Fig. 1: signal metal coverage by tile
Drawn at 4 px/um. The die is cut into 19 by 19 equal tiles; black is low, pale yellow is high, scaled to the fullest tile. Values are wire area over tile area, all layers added.
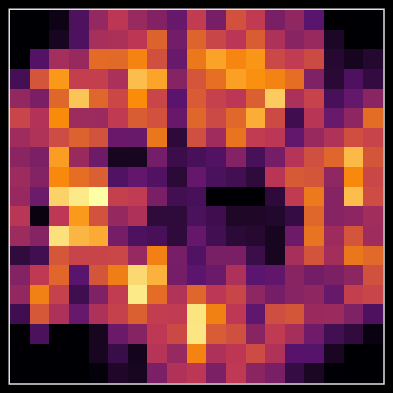
Fig. 2: clock routing
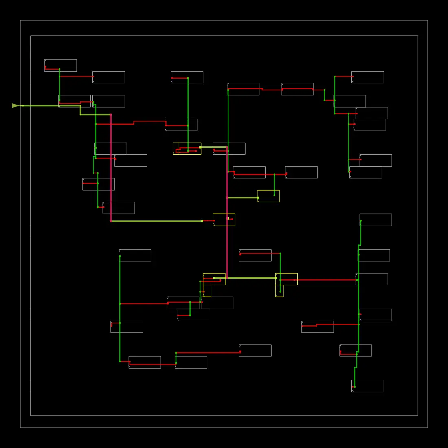
--- config.mk ---
export PLATFORM = sky130hd
export DESIGN_NAME = tx_arbiter_ctrl
export DESIGN_NICKNAME = d
export VERILOG_FILES = /design/src/rtl/tx_arbiter_ctrl.sv
export SDC_FILE = /design/constraint.sdc
export NUM_CORES = 1
export LEC_CHECK = 0
export CAP_MARGIN = 20
export CORE_MARGIN = 2
export CORE_UTILIZATION = 38
export DETAILED_ROUTE_END_ITERATION = 8
export PLACE_DENSITY = 0.91
export SYNTH_ARGS = -nofsm -noshare
export SYNTH_HDL_FRONTEND = slang
export SYNTH_SLANG_ARGS = --single-unit
--- constraint.sdc ---
create_clock -name CLK -period 2.8 [get_ports CLK]
set_input_delay 0.56 -clock CLK [delete_from_list [all_inputs] [get_ports CLK]]
set_output_delay 0.56 -clock CLK [all_outputs]
set_load 0.03 [all_outputs]
--- src/rtl/tx_arbiter_ctrl.sv ---
`default_nettype none
// ============================================================================
// Module   : tx_arbiter_ctrl
// Function : Round-robin arbiter that shares one parallel-load serial
//            transmitter among NUM_REQ requesters and sequences its
//            load / start / busy / done handshake.
// Options  : CTRL_TIMEOUT_EN adds a transfer watchdog that reports via ERR.
// Revision : 1.0  initial release
// ============================================================================
module tx_arbiter_ctrl #(
    parameter int NUM_REQ        = 4,
    parameter int DATA_W         = 32,
    parameter int TIMEOUT_CYCLES = 4096
) (
    input  logic                      CLK,
    input  logic                      RESET,
    input  logic [NUM_REQ-1:0]        REQ,
    input  logic [NUM_REQ*DATA_W-1:0] DIN,
    output logic [NUM_REQ-1:0]        ACK,
    output logic                      ERR,
    output logic [NUM_REQ-1:0]        GRANT,
    output logic                      CTRL_BUSY,
    output logic [DATA_W-1:0]         TX_DIN,
    output logic                      TX_PARALLEL_LOAD,
    output logic                      TX_START,
    input  logic                      TX_BUSY,
    input  logic                      TX_DONE
);

    localparam int IDX_W = (NUM_REQ > 1) ? $clog2(NUM_REQ) : 1;

    typedef enum logic [2:0] {
        S_IDLE          = 3'd0,
        S_LOAD          = 3'd1,
        S_START         = 3'd2,
        S_WAIT_DONE     = 3'd3,
        S_ACK           = 3'd4,
        S_WAIT_BUSY_LOW = 3'd5
    } state_t;

    state_t             state;
    state_t             next_state;
    logic [IDX_W-1:0]   last_grant;
    logic [IDX_W-1:0]   winner;
    logic [IDX_W-1:0]   cand;
    logic [NUM_REQ-1:0] owner_onehot;
    logic               timeout_hit;

    // Scan from last_grant+1 upward; iterating from the far end lets the
    // nearest requester overwrite earlier candidates.
    always_comb begin
        winner = last_grant;
        cand   = '0;
        for (int k = NUM_REQ; k >= 1; k--) begin
            cand = IDX_W'((int'(last_grant) + k) % NUM_REQ);
            if (REQ[cand]) begin
                winner = cand;
            end
        end
    end

    always_comb begin
        next_state = state;
        case (state)
            S_IDLE: begin
                if (|REQ) begin
                    next_state = S_LOAD;
                end
            end
            S_LOAD: begin
                next_state = S_START;
            end
            S_START: begin
                // A done pulse here means the busy pulse was missed.
                if (TX_DONE || timeout_hit) begin
                    next_state = S_ACK;
                end else if (TX_BUSY) begin
                    next_state = S_WAIT_DONE;
                end
            end
            S_WAIT_DONE: begin
                if (TX_DONE || timeout_hit) begin
                    next_state = S_ACK;
                end
            end
            S_ACK: begin
                next_state = S_WAIT_BUSY_LOW;
            end
            S_WAIT_BUSY_LOW: begin
                if (!TX_BUSY || timeout_hit) begin
                    next_state = S_IDLE;
                end
            end
            default: begin
                next_state = S_IDLE;
            end
        endcase
    end

    always_ff @(posedge CLK) begin
        if (RESET) begin
            state      <= S_IDLE;
            last_grant <= IDX_W'(NUM_REQ - 1);
            TX_DIN     <= '0;
        end else begin
            state <= next_state;
            // The word is captured only at grant so later DIN changes
            // cannot disturb the transfer in flight.
            if ((state == S_IDLE) && (|REQ)) begin
                last_grant <= winner;
                TX_DIN     <= DIN[winner*DATA_W +: DATA_W];
            end
        end
    end

    assign owner_onehot     = NUM_REQ'(1) << last_grant;
    assign GRANT            = ((state == S_LOAD) || (state == S_START) ||
                               (state == S_WAIT_DONE)) ? owner_onehot : '0;
    assign ACK              = (state == S_ACK) ? owner_onehot : '0;
    assign CTRL_BUSY        = (state != S_IDLE);
    assign TX_PARALLEL_LOAD = (state == S_LOAD);
    assign TX_START         = (state == S_START);

`ifdef CTRL_TIMEOUT_EN
    localparam int CNT_W = $clog2(TIMEOUT_CYCLES + 1);

    logic [CNT_W-1:0] tmo_cnt;
    logic             err_q;

    // Cleared on the cycle before START and before WAIT_BUSY_LOW, so the
    // count equals cycles spent since TX_START (or ACK) first asserted.
    assign timeout_hit = (tmo_cnt == CNT_W'(TIMEOUT_CYCLES - 1));

    always_ff @(posedge CLK) begin
        if (RESET) begin
            tmo_cnt <= '0;
            err_q   <= 1'b0;
        end else begin
            if ((state == S_LOAD) || (state == S_ACK)) begin
                tmo_cnt <= '0;
            end else if (state != S_IDLE) begin
                tmo_cnt <= tmo_cnt + 1'b1;
            end
            err_q <= ((state == S_START) || (state == S_WAIT_DONE)) &&
                     !TX_DONE && timeout_hit;
        end
    end

    assign ERR = err_q;
`else
    assign timeout_hit = 1'b0;
    assign ERR         = 1'b0;
`endif

endmodule
`default_nettype wire

==> impl_metrics.csv <==
group,metric,value,unit
run_status,run_status,"finished, final reports clean",
sta,fin_hold_ws,0.473,ns
routing,wl_met3,518,um
synth,yosysMostFrequentCell,"nand3_1",
setup_path,cpPeakStageDelay,0.67,ns
grt,grtUsageMet1,0.222,
sta,finalCritPeriodShare,0.909,
worst_hold_path,hold_end,"TX_DIN[27]$_SDFFE_PP0P_",
worst_hold_path,hp-start,"TX_DIN[27]$_SDFFE_PP0P_",
clock_network,cts_sinks,37,
worst_hold_path,holdPathStages,2,
synth,edf_count,0,
floorplan,num_rows,32,
setup_path,cp-end-kind,"primary output",
routing,routed.top_layer,"met4",
setup_path,critPathSlowestCell,"clkdlybuf4s50_1",
power,p_per_area,929,nW/um2
setup_path,crit_path_max_fanout,8,
floorplan,nWellTaps,102,
cells_and_area,design_area,4950,um2
sta,fin_setup_tns,0,ns
cells_and_area,lay_top_count,"clkdlybuf4s50_1",
grt,grt_max_degree,37,
setup_path,crit_type,"reg -> out",
setup_path,rr_startpoint,"last_grant[0]$_SDFFE_PP1P_",
setup_path,cp.depth,4,
worst_hold_path,worst_hold_path_type,"reg -> reg",
cells_and_area,nonClkBufAreaFrac,0.392,
clock_network,clkTransAtPathRegs,0.07,ns
synth,ys_top_logic_family,"multiplexers",
power,power.total,4.60,mW
place,dpl.cell_count,593,
cells_and_area,comb_share,0.413,
cells_and_area,fillers,632,
floorplan,die_w,93.3,um
place,place_congestion,0.838,
floorplan,chip_area,8700,um2
grt,grt_pass1_vias,3247,
power,intPower,2.48,mW
Back to the opening pictures, Fig. 1:
emptiest ninth of the die = centre
nearly empty tiles = 8.3%
mean over tiles = 0.17
densest ninth of the die = top centre
tiles over half the peak = 36%
fullest tile = 0.43
WL/cell: 15.7 um
drt total wl: 9460 um

Back to the opening pictures, Fig. 2:
CTS Buf Count: 5
Layout Skew: 0.00671 ns
flop count: 37
clock buf count: 6
clk_lat worst skew: 0.29 ns

Power figures rest on the tool's default switching activity, not on a simulated workload.
